**Supply network**

Pins as bars on the die edge. Tap cells in gray.
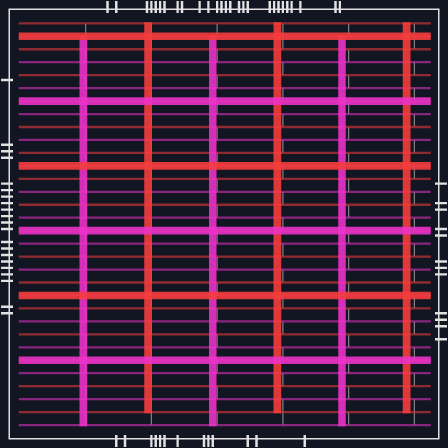
**Clock wires, drivers and flops**

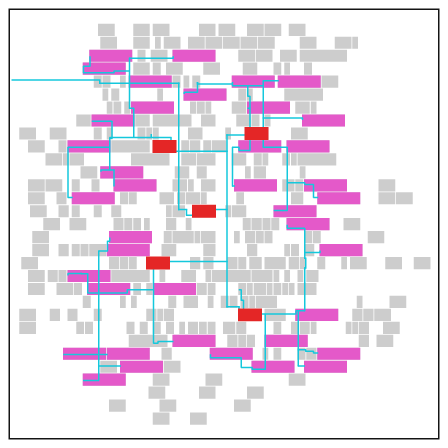
**Placed cells, one color a class**

Scale bar: 20 microns.
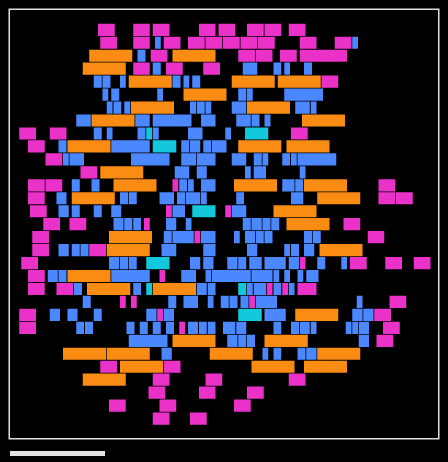
**Register map, names as in the netlist**

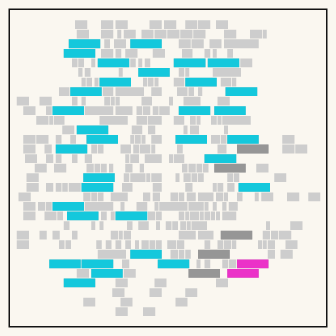
$ cat src/rtl/au_incdec_seq_if.sv
// Control/data bundle for the serial multi-word incrementer/decrementer.
interface au_incdec_seq_if #(
  parameter int W = 32
);
  logic         ld;
  logic [W-1:0] ld_data;
  logic         start;
  logic         inc_dec;
  logic         ci;
  logic         busy;
  logic         done;
  logic [W-1:0] z;
  logic         co;

  modport master (
    output ld, ld_data, start, inc_dec, ci,
    input  busy, done, z, co
  );

  modport slave (
    input  ld, ld_data, start, inc_dec, ci,
    output busy, done, z, co
  );
endinterface

$ cat src/rtl/au_incdec_seq.sv
// Wide operand register updated +/- ci one word per cycle through a shared
// prefix-AND incrementer; stops as soon as the carry/borrow dies.
module au_incdec_seq #(
  parameter int WIDTH = 8,
  parameter int WORDS = 4,
  parameter int ARCH  = 0
) (
  input  logic          clk,
  input  logic          rst,
  au_incdec_seq_if.slave bus
);
  localparam int W  = WIDTH * WORDS;
  localparam int KW = (WORDS > 1) ? $clog2(WORDS) : 1;
  localparam int LV = (WIDTH > 1) ? $clog2(WIDTH) : 1;
  localparam logic [KW-1:0] K_LAST = KW'(WORDS - 1);

  typedef enum logic [1:0] {IDLE = 2'd0, RUN = 2'd1, DONE = 2'd2} state_t;

  state_t        state_q, state_d;
  logic [W-1:0]  z_q, z_d;
  logic          co_q, co_d;
  logic [KW-1:0] k_q, k_d;
  logic          cr_q, cr_d;
  logic          op_q, op_d;

  logic [WIDTH-1:0] wrd_s, prop_s, pfx_s, res_s;
  logic             dp_co_s;

  // Shared datapath: inclusive prefix-AND of the propagate bits selects which bits flip.
  always_comb begin
    logic [WIDTH-1:0] cur;
    logic [WIDTH-1:0] nxt;
    int               d;
    int               j;
    wrd_s  = z_q[int'(k_q)*WIDTH +: WIDTH];
    // Decrement is increment of the complemented word: a bit propagates a borrow when it is 0.
    prop_s = op_q ? ~wrd_s : wrd_s;
    cur    = prop_s;
    nxt    = prop_s;
    d      = 0;
    j      = 0;
    case (ARCH)
      1: begin
        for (int s = 0; s < LV; s++) begin
          d   = 1 << s;
          nxt = cur & ((cur << d) | ~({WIDTH{1'b1}} << d));
          cur = nxt;
        end
      end
      2: begin
        for (int s = 0; s < LV; s++) begin
          for (int i = 0; i < WIDTH; i++) begin
            j = (((i >> s) << s) > 0) ? (((i >> s) << s) - 1) : 0;
            if (((i >> s) & 1) == 1) begin
              nxt[i] = cur[i] & cur[j];
            end else begin
              nxt[i] = cur[i];
            end
          end
          cur = nxt;
        end
      end
      default: begin
        for (int i = 1; i < WIDTH; i++) begin
          cur[i] = cur[i-1] & prop_s[i];
        end
      end
    endcase
    pfx_s   = cur;
    res_s   = wrd_s ^ (((pfx_s << 1) | WIDTH'(1'b1)) & {WIDTH{cr_q}});
    dp_co_s = cr_q & pfx_s[WIDTH-1];
  end

  // Sequencer next-state: load/start acceptance and per-word RUN stepping.
  always_comb begin
    state_d = state_q;
    z_d     = z_q;
    co_d    = co_q;
    k_d     = k_q;
    cr_d    = cr_q;
    op_d    = op_q;
    case (state_q)
      IDLE, DONE: begin
        if (bus.ld) begin
          z_d     = bus.ld_data;
          state_d = IDLE;
        end else if (bus.start) begin
          state_d = RUN;
          k_d     = {KW{1'b0}};
          cr_d    = bus.ci;
          op_d    = bus.inc_dec;
        end else begin
          state_d = IDLE;
        end
      end
      RUN: begin
        z_d[int'(k_q)*WIDTH +: WIDTH] = res_s;
        cr_d = dp_co_s;
        k_d  = k_q + KW'(1);
        if (!dp_co_s || (k_q == K_LAST)) begin
          state_d = DONE;
          co_d    = dp_co_s;
        end else begin
          state_d = RUN;
        end
      end
      default: begin
        state_d = IDLE;
      end
    endcase
  end

  // State and operand registers.
  always_ff @(posedge clk or posedge rst) begin
    if (rst) begin
      state_q <= IDLE;
      z_q     <= {W{1'b0}};
      co_q    <= 1'b0;
      k_q     <= {KW{1'b0}};
      cr_q    <= 1'b0;
      op_q    <= 1'b0;
    end else begin
      state_q <= state_d;
      z_q     <= z_d;
      co_q    <= co_d;
      k_q     <= k_d;
      cr_q    <= cr_d;
      op_q    <= op_d;
    end
  end

  assign bus.busy = (state_q == RUN);
  assign bus.done = (state_q == DONE);
  assign bus.z    = z_q;
  assign bus.co   = co_q;
endmodule

$ cat src/flat_wrapper.sv
// flat-port wrapper written by rule: the top's interface ports become plain ports
module au_incdec_seq_flat 
#(
  parameter int WIDTH = 8,
  parameter int WORDS = 4,
  parameter int ARCH  = 0
)
  (clk, rst, bus_ld, bus_ld_data, bus_start, bus_inc_dec, bus_ci, bus_busy, bus_done, bus_z, bus_co);
  au_incdec_seq_if bus_i ();
  input  logic clk;
  input  logic rst;
  input wire logic [$bits(bus_i.ld)-1:0] bus_ld;
  input wire logic [$bits(bus_i.ld_data)-1:0] bus_ld_data;
  input wire logic [$bits(bus_i.start)-1:0] bus_start;
  input wire logic [$bits(bus_i.inc_dec)-1:0] bus_inc_dec;
  input wire logic [$bits(bus_i.ci)-1:0] bus_ci;
  output wire logic [$bits(bus_i.busy)-1:0] bus_busy;
  output wire logic [$bits(bus_i.done)-1:0] bus_done;
  output wire logic [$bits(bus_i.z)-1:0] bus_z;
  output wire logic [$bits(bus_i.co)-1:0] bus_co;
  assign bus_i.ld = bus_ld;
  assign bus_i.ld_data = bus_ld_data;
  assign bus_i.start = bus_start;
  assign bus_i.inc_dec = bus_inc_dec;
  assign bus_i.ci = bus_ci;
  assign bus_busy = bus_i.busy;
  assign bus_done = bus_i.done;
  assign bus_z = bus_i.z;
  assign bus_co = bus_i.co;
  au_incdec_seq #(.WIDTH(WIDTH), .WORDS(WORDS), .ARCH(ARCH)) u_core (.clk(clk), .rst(rst), .bus(bus_i));
endmodule
$ cat config.mk
export PLATFORM = sky130hd
export DESIGN_NAME = au_incdec_seq_flat
export DESIGN_NICKNAME = d
export VERILOG_FILES = /design/src/rtl/au_incdec_seq_if.sv /design/src/rtl/au_incdec_seq.sv /design/src/flat_wrapper.sv
export SDC_FILE = /design/constraint.sdc
export NUM_CORES = 1
export LEC_CHECK = 0
export CAP_MARGIN = 10
export CORE_MARGIN = 1.5
export CORE_UTILIZATION = 30
export DETAILED_ROUTE_END_ITERATION = 16
export GPL_ROUTABILITY_DRIVEN = 0
export GPL_TIMING_DRIVEN = 0
export HOLD_SLACK_MARGIN = 0.1
export PLACE_DENSITY = 0.65
export SLEW_MARGIN = 20
export SYNTH_ARGS = -nofsm -noshare
export SYNTH_HDL_FRONTEND = slang
export SYNTH_SLANG_ARGS = --single-unit
$ cat constraint.sdc
create_clock -name clk -period 4.9 [get_ports clk]
set_input_delay 0.735 -clock clk [delete_from_list [all_inputs] [get_ports clk]]
set_output_delay 0.735 -clock clk [all_outputs]
set_load 0.02 [all_outputs]
==> Slide: Implementation Results <==
Implementation Results

Pwr
  • Peak supply drop: between 100 and 150 uV
  • Power Density: between 300 and 400 nW/um^2
  • Lkg Pwr: roughly 1.3 nW

Finish
  • Fin nets: around 370
  • Fin area: 3220 sq um
  • Util after Layout: 0.441
  • # diodes: 0
  • Layout cell share with drive strength beyond 1: 0.0617
  • Top cell excl fill/tap: clkdlybuf4s50_1
  • Area growth, synth to finish: 42.1%
  • Top Layout Cells: 72 x clkdlybuf4s50_1, 39 x dfrtp_1, 30 x a21oi_1

Final timing
  • Sum of negative setup slack: 0 ns
  • Actual slew at the worst max-slew pin: 0.646 ns
  • Final setup vio count: 0
  • Max Clk Rate: 0.344 GHz
  • Final period util: 0.593
  • Fin. Hold Viols: 0
  • Setup slack after layout: around 2 ns
  • Pins Over Slew Limit: 0
  • Unrepaired setup endpoints after global routing: false
  • Post-layout min period: a little under 3 ns
  • Worst slew margin: 0.570

Clocking
  • Clk buf depth: 2
  • Clock root cell: clkbuf_8
  • CTS resizes: 0
  • CTS tree: built
  • CTS Buf Count: 5
  • Post-CTS setup buffer count: 0
  • CTS Hold Bufs: 0
  • H-tree levels: 2
  • Clock-pin slew on the worst setup and hold paths: approximately 0.070 ns
  • Clock sinks: 39

Drt
  • DRT antenna net count: 0
  • Initial drt markers: roughly 140
  • Drt wl/cell: around 17 microns
  • Via density: slightly above 5
  • DR pass1 iterations: 4
  • DRC violations left: 0
  • WL final: between 7000 and 8000 microns
  • Via count: approximately 2.2k

Yosys
  • Yosys stat cell total: between 200 and 250
  • Max-area cell share: 0.431
  • Seq share, synth: 0.431
  • Synthesized netlist cell count: about 240
  • Syn_nets: between 200 and 300
  • Synthesized area: around 2300 sq um
  • Count of unique library cells instantiated by Yosys: 35
  • Synth warn: 0
  • Chip Area, Yosys: roughly 2300 sq um
  • Synth Area per Inst: 9.31 sq um
  • Main area contributors: dfrtp_1 43%, mux4_2 8.0%, a21oi_1 6.6%
  • Yosys reg bits: 39
  • Cell type with the largest total area: dfrtp_1

GRT
  • Vias in the first global route: around 2.3k
  • Grt ovf: 0
  • First-pass GRT wire length: about 12000 microns
  • Initial antenna violation count: 0
  • GRT Overall Usage: 0.187
  • Largest net degree at the start of global routing: 22

Setup path
  • Worst setup path class: reg -> reg
  • CP peak stage delay: 0.52 ns
  • CP cell instances: clkbuf_1 -> mux4_2 -> or4_1 -> o22ai_2 -> nand2_2 -> or3_1 -> and2_1
  • Reg2reg path depth: 7
  • Critical Path Fanout Max: 9
  • Crit-path slowest cell: clkbuf_1
  • CP startpoint kind: flop
  • Arr. time, crit path: 3.09 ns
  • Register-to-register setup slack: 2.00 ns
  • Crit path max-delay family: simple AND/OR/NAND/NOR gates
  • FF-to-FF Start: u_core.k_q[1]
  • CP endpoint kind: flop
  • Crit. path cell count: 7
  • Critical Path RT: ~5.1 ns
  • RR Endpoint: u_core.state_q[1]
  • Buffers plus inverters on the worst setup path: 1

Flow run
  • Log Warnings: 29
  • Max_cap viols: 0

Floorplan
  • FP Core Util: 0.310
  • I/O Pins: about 73
  • Die height: ~90 microns
  • Die Size: between 8000 and 9000 sq um
  • Die Wd: 89.8 microns
  • Row cnt: 31

Place
  • DP Area: roughly 3100 sq um
  • HPWL Detailed: ~5500 microns
  • PortBufs: 72
  • Pre-CTS setup slack: 2.07 ns

Status
  • Outcome: completed

Min path
  • Hold crit path type: reg -> reg
  • Hold path cells: 2
  • Hold Path Origin: u_core.bus.co
  • Hold endpoint: u_core.bus.co
Notes on 'supply network' above:
| net | color |
|---|---|
| VSS | magenta |
| VDD | red |
met5 straps: 6
met4 straps: 6

Notes on 'clock wires, drivers and flops' above:
[clock wires] cyan | length: 540 microns
[flip-flops] magenta | count: 39
[cells driving clock nets] red | count: 5
routed clock nets: 6
clk pwr: 216 uW
clock network fraction of total power: 0.186
Latency at later pin: 0.29 ns
Clock Skew: 0.00465 ns

Notes on 'placed cells, one color a class' above:
| class | color | cells | share of their area |
|---|---|---|---|
| flip-flops | orange | 39 | 32% |
| other buffers and delay cells | magenta | 88 | 26% |
| clock drivers and dummy loads | cyan | 8 | 2.6% |
| all other logic | blue | 189 | 40% |
Seq/total area: 0.304
core area: 7290 sq um

Notes on 'register map, names as in the netlist' above:
| signal | color | placed flops |
|---|---|---|
| u_core.bus.z | cyan | 32 |
| u_core.state_q | magenta | 2 |
not colored: 5

==> report_power, final <==
group / switching [mW] / internal, mW
clock network: 0.115 / 0.100
registers: 0.0469 / 0.371
logic: 0.278 / 0.245
total: 0.440 / 0.716
==> registers in the layout (all words and copies together), names as in the netlist <==
register and cells:
u_core.bus.co 1, u_core.cr_q 1, u_core.bus.z 32, u_core.op_q 1, u_core.state_q 2, u_core.k_q 2
==> cells in the mapped netlist (all sizes together) <==
library cell and number:
a21oi 30, nand3 5, dfrtp 39, inv 6
o21ai 35, mux4 8, nor4 2, xnor2 8
and2 2, and4 2, a31oi 2, a22oi 3
buf 2, nor3b 1, o31ai 1, or3 4
a21boi 1, a32oi 1, nor2b 7, nand2 27
xor2 2, and3 14, o21bai 1, o22ai 1
ha 4, clkbuf 13, nor3 2, o21a 1
nand2b 1, nor2 8, or4 2, a2bb2oi 8
==> area by class of cell <==
cell class,count,area (sq um)
Timing Repair Buffer,73,748
Fill cell,756,4080
Sequential cell,39,976
Tap cell,99,124
Inverter,6,22.5
Multi-Input combinational cell,183,1200
Clock inverter,1,5.00
Clock buffer,7,76.3
Buffer,15,63.8
==> through the flow <==
step | power [mW] | hold slack, ns | cells
after floorplan | 0.738 | 0.566 | 243
after global placement | 0.931 | 0.484 | 414
after detailed placement | 0.943 | 0.488 | 415
after CTS | 1.16 | 0.505 | 423
after global routing | 1.22 | 0.528 | 423
final | 1.16 | 0.502 | 423
==> logic make-up (layout without fill, tap and decap cells) <==
family | Yosys count | count (layout) | share of synthesized area
buf+inv | 21 | 102 | 0.0382
fa+ha+maj | 4 | 4 | 0.0221
compound gates | 84 | 84 | 0.215
flops | 39 | 39 | 0.431
xor+xnor | 10 | 10 | 0.0387
mux | 8 | 8 | 0.0796
simple gates | 77 | 77 | 0.175
==> layer usage <==
layer | share of wire | track usage | routed length [microns]
met4 | 0.021 | 0.0648 | 155
met1 | 0.45 | 0.250 | 3320
met3 | 0.053 | 0.0347 | 390
met5 | 0 | 0 | 0
met2 | 0.47 | 0.306 | 3490
==> worst register-to-register path, stage by stage, from the launching register on <==
cell	delay (ns)
dfrtp_1	0.40
clkbuf_1	0.52
mux4_2	0.51
or4_1	0.52
o22ai_2	0.18
nand2_2	0.11
or3_1	0.39
and2_1	0.17
==> worst max-delay path by stage <==
stage,start,to,slack (ns)
final,u_core.k_q[1],u_core.state_q[1],2.00
after global routing,u_core.k_q[0],u_core.bus.z[8],1.79
after CTS,u_core.k_q[1],u_core.state_q[1],2.04
after detailed placement,u_core.k_q[1],u_core.state_q[1],2.07
after global placement,u_core.k_q[1],u_core.state_q[1],2.10
after floorplan,u_core.k_q[0],u_core.state_q[1],2.43
Power is estimated from default activity; no workload was simulated.
